**src/rtl/dmem_arbiter.sv**
```systemverilog
// Two-port arbiter sharing one data memory between the pipeline MEM stage (port 0)
// and a secondary master (port 1). Port 1 waits at most MAX_WAIT denied cycles.
module dmem_arbiter #(
    parameter int AW       = 32,
    parameter int DW       = 32,
    parameter int MAX_WAIT = 4
) (
    input  logic          clk,
    input  logic          rst_n,
    input  logic          p0_req,
    input  logic          p0_we,
    input  logic [AW-1:0] p0_addr,
    input  logic [DW-1:0] p0_wdata,
    output logic          p0_gnt,
    output logic          p0_rvalid,
    output logic [DW-1:0] p0_rdata,
    input  logic          p1_req,
    input  logic          p1_we,
    input  logic [AW-1:0] p1_addr,
    input  logic [DW-1:0] p1_wdata,
    output logic          p1_gnt,
    output logic          p1_rvalid,
    output logic [DW-1:0] p1_rdata,
    output logic          mem_we,
    output logic [AW-1:0] mem_a,
    output logic [DW-1:0] mem_wd,
    input  logic [DW-1:0] mem_rd,
    output logic          p1_forced
);

    localparam logic [3:0] WAIT_LIMIT = 4'(MAX_WAIT);

    logic [3:0]    wait_q, wait_d;
    logic          p0_rvalid_q, p0_rvalid_d;
    logic          p1_rvalid_q, p1_rvalid_d;
    logic [DW-1:0] p0_rdata_q, p0_rdata_d;
    logic [DW-1:0] p1_rdata_q, p1_rdata_d;

    // The wait-limit grant overrides port 0 priority, so it is evaluated first.
    always_comb begin
        p0_gnt    = 1'b0;
        p1_gnt    = 1'b0;
        p1_forced = 1'b0;
        if (p1_req && (wait_q == WAIT_LIMIT)) begin
            p1_gnt    = 1'b1;
            p1_forced = 1'b1;
        end else if (p0_req) begin
            p0_gnt = 1'b1;
        end else if (p1_req) begin
            p1_gnt = 1'b1;
        end
    end

    always_comb begin
        mem_we = 1'b0;
        mem_a  = '0;
        mem_wd = '0;
        if (p0_gnt) begin
            mem_we = p0_we;
            mem_a  = p0_addr;
            mem_wd = p0_wdata;
        end else if (p1_gnt) begin
            mem_we = p1_we;
            mem_a  = p1_addr;
            mem_wd = p1_wdata;
        end
    end

    always_comb begin
        wait_d = wait_q;
        if (!p1_req || p1_gnt) begin
            wait_d = 4'd0;
        end else if (wait_q < WAIT_LIMIT) begin
            wait_d = wait_q + 4'd1;
        end
    end

    // Read data is captured on the granting edge and held until the next read response.
    always_comb begin
        p0_rvalid_d = p0_gnt && !p0_we;
        p1_rvalid_d = p1_gnt && !p1_we;
        p0_rdata_d  = p0_rvalid_d ? mem_rd : p0_rdata_q;
        p1_rdata_d  = p1_rvalid_d ? mem_rd : p1_rdata_q;
    end

    always_ff @(posedge clk or negedge rst_n) begin
        if (!rst_n) begin
            wait_q      <= 4'd0;
            p0_rvalid_q <= 1'b0;
            p1_rvalid_q <= 1'b0;
            p0_rdata_q  <= '0;
            p1_rdata_q  <= '0;
        end else begin
            wait_q      <= wait_d;
            p0_rvalid_q <= p0_rvalid_d;
            p1_rvalid_q <= p1_rvalid_d;
            p0_rdata_q  <= p0_rdata_d;
            p1_rdata_q  <= p1_rdata_d;
        end
    end

    assign p0_rvalid = p0_rvalid_q;
    assign p1_rvalid = p1_rvalid_q;
    assign p0_rdata  = p0_rdata_q;
    assign p1_rdata  = p1_rdata_q;

endmodule

```
**config.mk**
```make
export PLATFORM = sky130hd
export DESIGN_NAME = dmem_arbiter
export DESIGN_NICKNAME = d
export VERILOG_FILES = /design/src/rtl/dmem_arbiter.sv
export SDC_FILE = /design/constraint.sdc
export NUM_CORES = 1
export LEC_CHECK = 0
export CORE_AREA = 2 2 116 118
export CTS_CLUSTER_DIAMETER = 120
export DETAILED_ROUTE_END_ITERATION = 8
export DIE_AREA = 0 0 118 120
export DONT_BUFFER_PORTS = 1
export GPL_ROUTABILITY_DRIVEN = 0
export GPL_TIMING_DRIVEN = 0
export MAX_ROUTING_LAYER = met4
export SETUP_SLACK_MARGIN = 0.1
export SLEW_MARGIN = 0
export SYNTH_ARGS = -nofsm -noshare
export SYNTH_HDL_FRONTEND = slang
export SYNTH_SLANG_ARGS = --single-unit
export TNS_END_PERCENT = 10
```
**constraint.sdc**
```tcl
create_clock -name clk -period 2.1 [get_ports clk]
set_input_delay 0.315 -clock clk [delete_from_list [all_inputs] [get_ports clk]]
set_output_delay 0.315 -clock clk [all_outputs]
set_load 0.01 [all_outputs]
```
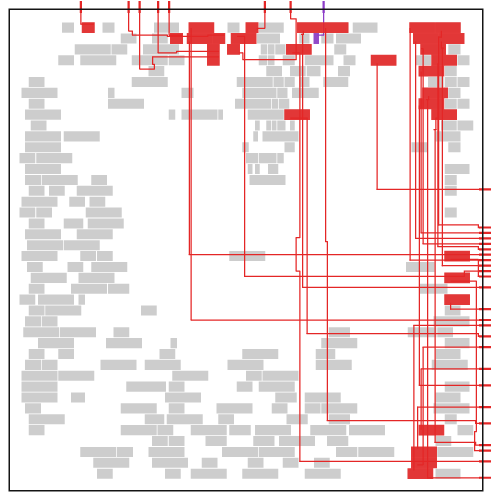
Fig. 1. I/O nets highlighted.
Scale: 4 px per um.
| colour | port | bits | direction | edge | end cells | buffers | wire |
|---|---|---|---|---|---|---|---|
| red | mem_wd | 32 | output | 25 right, 7 top | 32 | 0 | 2040 um |
| purple | p1_forced | 1 | output | top | 1 | 0 | 7.60 um |

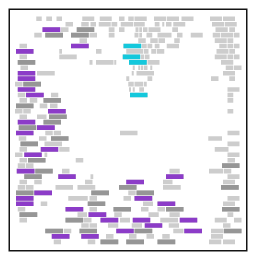
Fig. 2. Where the registers sit.
Scale: 2 px per um. Other sequential cells in the stronger grey, the rest of the logic in the fainter grey.
| colour | signal | sequential cells |
|---|---|---|
| purple | p1_rdata | 32 |
| cyan | wait_q | 4 |
not coloured: 34
register area: 1752 um^2
sequential share of cell area: 0.3957
sequential power: 0.00183 W
final core occ: 0.3410

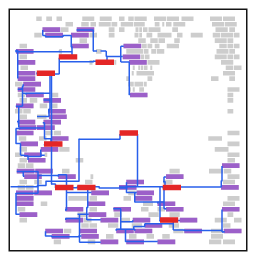
Fig. 3. Clock wires, drivers and flops.
Scale: 2 px per um.
[red] clock-net drivers | count: 9
[blue] clock wires | length: 949 um
[purple] flip-flops | count: 70
routed clock nets: 10
flops lie: spread over the die
Clk network pwr share: 0.363
Layout Skew: 5.355 ps

==> worst max-delay path, delay by kind of cell (launching register included) <==
family	cells	cell delay (ps)
DFF	1	380
adders and majority gates	1	150
AOI/OAI and AO/OA	2	410
buffers and inverters	3	430
and+or+nand+nor	1	120
==> per-stage QoR <==
| stage | power (W) | hold slack, ps | cell area, um^2 | TNS, ps |
|---|---|---|---|---|
| detailed placement | 0.002402 | 20.90 | 3632 | -292.1 |
| floorplan | 0.002233 | 19.41 | 3412 | 0 |
| global placement | 0.002381 | 21.13 | 3632 | -66.87 |
| CTS | 0.003985 | 108.5 | 4363 | -207.3 |
| global route | 0.004105 | 108.8 | 4427 | -7745 |
| finish | 0.003928 | 126.7 | 4427 | -906.9 |
==> power by group through the flow <==
stage	sequential (W)	combinational [W]	clock (W)
after floorplan	0.00179	0.000446	0
after global placement	0.00185	0.000535	0
after detailed placement	0.00185	0.000553	0
after CTS	0.00183	0.000677	0.00148
after global routing	0.00185	0.000724	0.00153
final	0.00183	0.000675	0.00143
==> kinds of logic (layout without fill, tap and decap cells) <==
| kind of cell | Yosys count | after routing |
|---|---|---|
| buf+inv | 24 | 48 |
| flops | 70 | 70 |
| simple gates | 12 | 12 |
| xor+xnor | 1 | 1 |
| mux | 64 | 64 |
| fa+ha+maj | 2 | 2 |
| compound gates | 70 | 70 |
| other cells | 0 | 3 |
==> flip-flops by register name, summed over array words and instances (netlist names) <==
| register | count |
|---|---|
| p1_rdata | 32 |
| p0_rdata | 32 |
| p1_rvalid | 1 |
| wait_q | 4 |
| p0_rvalid | 1 |
==> what timing repair did <==
item / 4_1_cts / 5_1_grt
pin swaps: 30 / 8
gates resized: 69 / 6
endpoints found under the setup margin: 67 / 94
hold buffers: 2 / 0
buffers inserted: 5 / 1
hold endpoints to repair: 70 / 0
gates cloned: 1 / 0
==> deck_impl_summary.md <==
Synthesis and Place & Route Summary

Yosys
  • Syn avg cell area: 14.04 um^2
  • MUX area fraction: 0.2222
  • Most frequent cell after synthesis: dfrtp_1
  • Top cells by area: dfrtp_1 (51%), mux2_2 (18%), a22o_1 (17%)

Pwr
  • Total internal power: 0.002823 W

CTS
  • CTS Sinks: 70
  • Worst-Skew Late Latency: 330 ps
  • Number of H-tree levels: 3

Layout
  • Clkbuf count: 12
  • Clock-cell share of area: 0.06444
  • Non-clock buffer share: 0.07010
  • Filler cell count: 1290
  • Area Overhead vs Synth: 29.74%

Hold path
  • Endpoint of the worst hold path: p1_rdata[31]

Place
  • Hpwl dp: 11420 um

Floorplanning
  • Tap cell count: 176
  • Die X: 118 um

Timing
  • Final setup viols: 39
  • Setup WS post-layout: -42.77 ps
  • Relative slew margins: 0.7632

Run status
  • Failing checks: setup timing
  • Outcome: finished, violations left

GRT
  • Vias in the first global route: 2541
  • GR Util met3: 0.1183
  • Gr ovfl total: 0
  • Most used routing layer: met2
  • GRT Resource Usage Total: 0.1978

Route
  • DRC Markers: 0
  • Drt via density: 5.343
  • DRT Pass-1 Iters: 4
  • Via Count: 2383

Worst setup path
  • Crit path from: wait_q[1]
  • Crit-path most repeated cell: buf_6
  • Crit path max fanout: 10
  • Worst R2R Path Depth: 8
No activity file was given, so power comes from the tool's default toggle rates.
